layer_met1.png
Cells faint in the background.
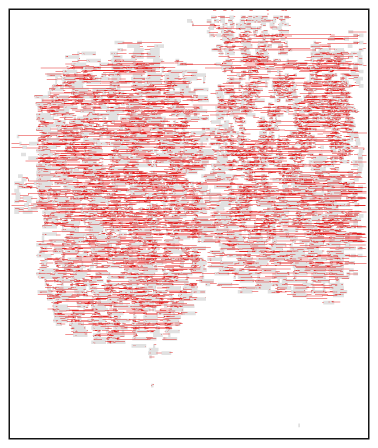
layer_met2.png
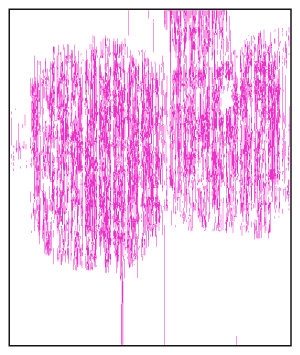
layer_met3.png
Cells faint in the background.
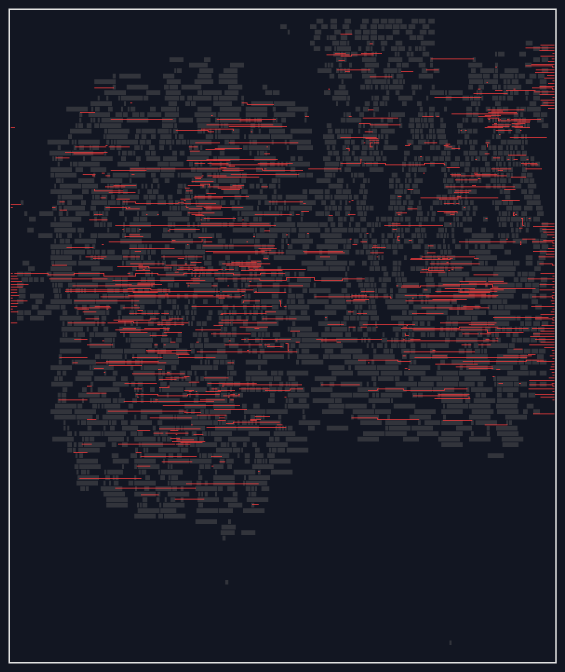
## config.mk

```make
export PLATFORM = sky130hd
export DESIGN_NAME = pc_predictor
export DESIGN_NICKNAME = d
export VERILOG_FILES = /design/src/rtl/pc_predictor_pkg.sv /design/src/rtl/pc_predictor_ras.sv /design/src/rtl/pc_predictor.sv
export SDC_FILE = /design/constraint.sdc
export NUM_CORES = 1
export LEC_CHECK = 0
export CAP_MARGIN = 20
export CORE_ASPECT_RATIO = 1.2
export CORE_MARGIN = 3
export CORE_UTILIZATION = 30
export CTS_BUF_LIST = sky130_fd_sc_hd__clkbuf_2
export CTS_CLUSTER_SIZE = 24
export DETAILED_ROUTE_END_ITERATION = 10
export GPL_ROUTABILITY_DRIVEN = 0
export HOLD_SLACK_MARGIN = 0.08
export SYNTH_ARGS = -nofsm -noshare
export SYNTH_HDL_FRONTEND = slang
export SYNTH_HIERARCHICAL = 1
export SYNTH_SLANG_ARGS = --single-unit
export TNS_END_PERCENT = 30
```

## constraint.sdc

```tcl
create_clock -name clk -period 4.4 [get_ports clk]
set_input_delay 0.88 -clock clk [delete_from_list [all_inputs] [get_ports clk]]
set_output_delay 0.88 -clock clk [all_outputs]
set_load 0.01 [all_outputs]
```

## src/rtl/pc_predictor_pkg.sv

```systemverilog
// rtl/pc_predictor_pkg.sv - shared constants and helpers for the next-PC predictor
package pc_predictor_pkg;

  localparam int DATA_WIDTH = 32;
  localparam logic [DATA_WIDTH-1:0] ZERO_DATA = '0;

  localparam int OP_RANGE = 7;
  localparam logic [OP_RANGE-1:0] BRANCH_OP = 7'b1100011;
  localparam logic [OP_RANGE-1:0] JAL_OP    = 7'b1101111;
  localparam logic [OP_RANGE-1:0] JALR_OP   = 7'b1100111;

  localparam logic [4:0] LINK_REG_1 = 5'd1;
  localparam logic [4:0] LINK_REG_5 = 5'd5;

  // Weakly not-taken: one below the taken threshold.
  function automatic int cnt_init(input int cnt_w);
    return (1 << (cnt_w - 1)) - 1;
  endfunction

  function automatic logic is_link(input logic [4:0] r);
    return (r == LINK_REG_1) || (r == LINK_REG_5);
  endfunction

endpackage

```

## src/rtl/pc_predictor_ras.sv

```systemverilog
// rtl/pc_predictor_ras.sv - circular return-address stack with saturating count
module pc_predictor_ras #(
  parameter int DATA_W = 32,
  parameter int DEPTH  = 4
) (
  input  logic              clk,
  input  logic              rst,
  input  logic              ena,
  input  logic              clear,
  input  logic              push,
  input  logic              pop,
  input  logic [DATA_W-1:0] push_data,
  output logic [DATA_W-1:0] top,
  output logic              empty
);

  localparam int PTR_W = $clog2(DEPTH);
  localparam int CNT_W = $clog2(DEPTH + 1);

  logic [DATA_W-1:0] mem [DEPTH];
  logic [PTR_W-1:0]  ptr;
  logic [PTR_W-1:0]  ptr_inc;
  logic [CNT_W-1:0]  count;
  logic              do_pop;

  // ptr addresses the current top entry; DEPTH is a power of two so the
  // increment wraps naturally onto the oldest slot once the stack is full.
  assign ptr_inc = ptr + 1'b1;
  assign do_pop  = pop && (count != '0);
  assign top     = mem[ptr];
  assign empty   = (count == '0);

  // Stack update: clear beats everything, pop+push replaces the top in place.
  always_ff @(posedge clk) begin
    if (rst) begin
      ptr   <= '0;
      count <= '0;
    end else if (ena) begin
      if (clear) begin
        ptr   <= '0;
        count <= '0;
      end else if (do_pop && push) begin
        mem[ptr] <= push_data;
      end else if (do_pop) begin
        ptr   <= ptr - 1'b1;
        count <= count - 1'b1;
      end else if (push) begin
        ptr          <= ptr_inc;
        mem[ptr_inc] <= push_data;
        if (count != CNT_W'(DEPTH)) count <= count + 1'b1;
      end
    end
  end

endmodule

```

## src/rtl/pc_predictor.sv

```systemverilog
// rtl/pc_predictor.sv - next fetch PC with bimodal/gshare counters, JAL and RAS returns
module pc_predictor
  import pc_predictor_pkg::*;
#(
  parameter int DATA_W    = DATA_WIDTH,
  parameter int IDX_W     = 7,
  parameter int CNT_W     = 2,
  parameter int HIST_W    = 0,
  parameter int RAS_DEPTH = 4,
  localparam int HW       = (HIST_W > 0) ? HIST_W : 1
) (
  input  logic              clk,
  input  logic              rst,
  input  logic              ena,
  input  logic              in_fetcher_ena,
  input  logic [DATA_W-1:0] in_last_pc,
  input  logic [31:0]       in_last_inst,
  output logic [DATA_W-1:0] out_next_pc,
  output logic              out_next_taken,
  output logic [HW-1:0]     out_next_history,
  output logic              out_rollback,
  output logic [DATA_W-1:0] out_rollback_pc,
  input  logic              in_forwarding_valid,
  input  logic              in_forwarding_is_cond,
  input  logic              in_forwarding_branch_taken,
  input  logic [DATA_W-1:0] in_forwarding_branch_pc,
  input  logic [HW-1:0]     in_forwarding_history,
  input  logic              in_misbranch,
  input  logic [DATA_W-1:0] in_forwarding_correct_address
);

  localparam int TBL = 1 << IDX_W;
  localparam logic [CNT_W-1:0] CNT_INIT = CNT_W'(cnt_init(CNT_W));
  localparam logic [CNT_W-1:0] CNT_MAX  = '1;

  logic [OP_RANGE-1:0] opcode;
  logic [4:0]          rd;
  logic [4:0]          rs1;
  logic                is_br, is_jal, is_jalr, is_ret;
  logic signed [12:0]  b_imm;
  logic signed [20:0]  j_imm;
  logic [DATA_W-1:0]   b_off, j_off, pc_plus4, pred_target;

  logic [HW-1:0]       ghr;
  logic [IDX_W-1:0]    ghr_idx, upd_hist_idx;
  logic [IDX_W-1:0]    pred_idx, upd_idx;
  logic [CNT_W-1:0]    cnt_table [TBL];
  logic [CNT_W-1:0]    pred_cnt, upd_cnt;
  logic                br_taken;

  logic                mis_v, fetch_v;
  logic                ras_push, ras_pop, ras_empty;
  logic [DATA_W-1:0]   ras_top;
  logic                unused_bits;

  assign opcode  = in_last_inst[OP_RANGE-1:0];
  assign rd      = in_last_inst[11:7];
  assign rs1     = in_last_inst[19:15];
  assign is_br   = (opcode == BRANCH_OP);
  assign is_jal  = (opcode == JAL_OP);
  assign is_jalr = (opcode == JALR_OP);

  assign b_imm    = {in_last_inst[31], in_last_inst[7], in_last_inst[30:25], in_last_inst[11:8], 1'b0};
  assign j_imm    = {in_last_inst[31], in_last_inst[19:12], in_last_inst[20], in_last_inst[30:21], 1'b0};
  assign b_off    = DATA_W'(b_imm);
  assign j_off    = DATA_W'(j_imm);
  assign pc_plus4 = in_last_pc + DATA_W'(4);

  // History only folds into the index in gshare mode; bimodal keeps GHR at zero.
  generate
    if (HIST_W == 0) begin : g_bimodal
      assign ghr          = '0;
      assign ghr_idx      = '0;
      assign upd_hist_idx = '0;
    end else begin : g_gshare
      logic [HW-1:0] ghr_q, fetch_shift, mis_shift;
      if (HIST_W == 1) begin : g_h1
        assign fetch_shift = br_taken;
        assign mis_shift   = in_forwarding_branch_taken;
      end else begin : g_hn
        assign fetch_shift = {ghr_q[HW-2:0], br_taken};
        assign mis_shift   = {in_forwarding_history[HW-2:0], in_forwarding_branch_taken};
      end
      // Speculative history: shift predicted bits, repair from the snapshot on misbranch.
      always_ff @(posedge clk) begin
        if (rst) begin
          ghr_q <= '0;
        end else if (ena) begin
          if (mis_v) begin
            ghr_q <= in_forwarding_is_cond ? mis_shift : in_forwarding_history;
          end else if (in_fetcher_ena && is_br) begin
            ghr_q <= fetch_shift;
          end
        end
      end
      assign ghr          = ghr_q;
      assign ghr_idx      = IDX_W'(ghr_q);
      assign upd_hist_idx = IDX_W'(in_forwarding_history);
    end
  endgenerate

  assign pred_idx = in_last_pc[IDX_W+1:2] ^ ghr_idx;
  assign upd_idx  = in_forwarding_branch_pc[IDX_W+1:2] ^ upd_hist_idx;
  assign pred_cnt = cnt_table[pred_idx];
  assign upd_cnt  = cnt_table[upd_idx];
  assign br_taken = pred_cnt[CNT_W-1];

  assign is_ret = is_jalr && is_link(rs1) && (rd == 5'd0) && !ras_empty;

  assign out_next_taken   = is_br ? br_taken : (is_jal ? 1'b1 : is_ret);
  assign out_next_history = ghr;
  assign out_rollback     = in_misbranch;
  assign out_rollback_pc  = in_forwarding_correct_address;

  // Target of the instruction just fetched, assuming the prediction holds.
  always_comb begin
    pred_target = pc_plus4;
    if (is_br && br_taken) pred_target = in_last_pc + b_off;
    else if (is_jal)       pred_target = in_last_pc + j_off;
    else if (is_ret)       pred_target = ras_top;
  end

  assign mis_v   = in_misbranch && in_forwarding_valid;
  assign fetch_v = in_fetcher_ena && !mis_v;

  // A coroutine JALR (both link regs, different) pops then pushes in one cycle.
  assign ras_push = fetch_v && (is_jal || is_jalr) && is_link(rd);
  assign ras_pop  = fetch_v && (is_ret || (is_jalr && is_link(rd) && is_link(rs1) && (rd != rs1)));

  pc_predictor_ras #(
    .DATA_W (DATA_W),
    .DEPTH  (RAS_DEPTH)
  ) u_ras (
    .clk       (clk),
    .rst       (rst),
    .ena       (ena),
    .clear     (mis_v),
    .push      (ras_push),
    .pop       (ras_pop),
    .push_data (pc_plus4),
    .top       (ras_top),
    .empty     (ras_empty)
  );

  // Next fetch PC: rollback first, then the predicted target, else hold.
  always_ff @(posedge clk) begin
    if (rst) begin
      out_next_pc <= DATA_W'(ZERO_DATA);
    end else if (ena) begin
      if (mis_v)               out_next_pc <= in_forwarding_correct_address;
      else if (in_fetcher_ena) out_next_pc <= pred_target;
    end
  end

  // Counter training from resolved branches; runs even while the fetch side is stalled.
  always_ff @(posedge clk) begin
    if (rst) begin
      for (int i = 0; i < TBL; i++) cnt_table[i] <= CNT_INIT;
    end else if (in_forwarding_valid && in_forwarding_is_cond) begin
      if (in_forwarding_branch_taken) begin
        if (upd_cnt != CNT_MAX) cnt_table[upd_idx] <= upd_cnt + 1'b1;
      end else begin
        if (upd_cnt != '0) cnt_table[upd_idx] <= upd_cnt - 1'b1;
      end
    end
  end

  assign unused_bits = ^{in_forwarding_branch_pc, in_forwarding_history};

endmodule
```

==> results.ini <==
[outcome]
status=finished, violations left
violations=setup timing

[critical_path]
crit_slowest_cell=o41ai_4
cp-start-kind=flip-flop
slowest_delay_ns=0.51
path_max_fanout=2
r2r_start=cnt_table[74][1]$_SDFFCE_PN0P_
reg2reg_depth=12
critPathKind=flip-flop to output port
rr_endpoint=out_next_pc[13]$_SDFFE_PP0P_
cp_cell_sequence=mux4_2, a22o_1, a31oi_1, a311oi_1, o41ai_4, buf_12, nand2_8, buf_6
r2r_setup_slack_ns=0.74

[cts]
cts_resized=9
cts_hold_buf=1
path_clk_slew_ns=0.11
cts_max_level=3

[routing]
initialDrtViolationCount=2502
drc_errors=0
wl_met2_um=44900
wl_per_cell_um=23.9
vias=21057
ant_nets=0
routed_wl_um=91500

[layout]
inverters=29
seq-cell-share_pct=39.6
drive_gt1_share_pct=25.6
design.seq.count=423
fillers=8128
layout.nets=2807
flop_area_um2=12300
combGateArea_um2=11700
logic_gate_count=1572
n_all_buffers=485
clock_buffers=161

[synthesis]
synth_top_cell_by_count=edfxtp_1
syn_inst=2217
common_cells=edfxtp_1, nand2_1, nor2_1, a21o_1, a21oi_1
synth_cell_type_count=97
ys_async_sr_fraction_pct=0
synth_area_um2=25000
top_cells_by_area=edfxtp_1, mux4_2, a21o_1, nand2_1, dfxtp_1
synthFlopType=edfxtp_1
synth_area_leader_cell=edfxtp_1
yosys-stat-area_um2=25000
yosysWarnings=6

[final_timing]
fmax_mhz=226
hold_viol=0
setup_viol=1
period_needed_ns=4.42
layout_setup_ws_ns=-0.0195
report.final.slew_viol_count=0
tightest_slew_ns=0.835
post-route-period-util_pct=100
fin_hold_ws_ns=0.363

[place]
dpl_cell_area_um2=30000
hpwl_um=66800
place_ws_ns=-0.277

[power]
powerClk_mw=2.83
p_leak_nw=11.3
p_seq_share_pct=49.7

[floorplanning]
io_pins=204
nWellTaps=1111
die_x_um=270
core_um2=82300

[global_route]
grt_pass1_vias=21415
antenna_found_initial=3
grt-busiest-layer=met2
grtUsageMet3_pct=3.65
grtUsageMet2_pct=35.6
overflow=0

[hold_path]
min-delay-start=in_last_pc[0]
holdPathEnd=u_ras/mem[0][0]$_DFFE_PP_

[job]
warning_count=55

About layer_met1.png:
nets with wire on the layer: 2644
main direction: horizontal
longest straight run: 69.9 µm

About layer_met2.png:
longest straight run: 115 µm
share of all routed wire: 49%

About layer_met3.png:
longest straight run: 79.1 µm
main direction: horizontal

[cell families (layout without fill, tap and decap cells)]
family	count (synthesis)	in the layout	synth area share, %
buffers and inverters	222	713	4.74
AND-OR/OR-AND	593	593	17.8
adder cells (fa/ha/maj)	47	47	2.44
flip-flops	423	423	49.2
multiplexers	166	166	10.3
XOR/XNOR	77	77	2.77
other	1	3	0.0150
AND/OR/NAND/NOR	688	688	12.8
[placed cells by master, fill, tap and decap left out, drive strengths merged, types with 8 or more instances in the layout]
cell type,n
o21bai,8
clkbuf,161
o31ai,10
buf,315
o2111ai,11
nand2,245
mux4,68
or3,11
nand2b,14
edfxtp,384
a211oi,13
mux2,42
mux2i,56
inv,31
a22o,17
xnor2,50
and2,8
o21a,8
and3,14
nor2b,20
a21oi,100
nor3,40
clkinv,33
a221oi,31
o21ai,77
clkdlybuf4s50,169
o22ai,9
a22oi,50
ha,44
nand3,47
a31oi,17
nor2,236
nand4,16
o211ai,24
dfxtp,39
a21o,154
xor2,27
or2,8
[worst max path at each step]
stage	startpoint	end	slack, ns	cells after the start
2_1_floorplan	in_last_inst[8]	u_ras/mem[2][0]$_DFFE_PP_	-0.06	7
3_3_place_gp	in_last_pc[4]	out_next_taken	-0.30	10
3_5_place_dp	in_last_pc[4]	out_next_taken	-0.28	10
4_1_cts	cnt_table[14][1]$_SDFFCE_PN0P_	out_next_taken	-0.13	8
5_1_grt	cnt_table[103][1]$_SDFFCE_PN0P_	out_next_taken	-0.16	8
6_report	cnt_table[74][1]$_SDFFCE_PN0P_	out_next_taken	-0.02	8
[worst register-to-register path, delay by kind of cell (launching register included)]
kind	cells	cell delay, ns
AOI/OAI and AO/OA	6	1.58
buffers and inverters	4	0.90
DFF	1	0.44
muxes	1	0.48
and+or+nand+nor	1	0.08
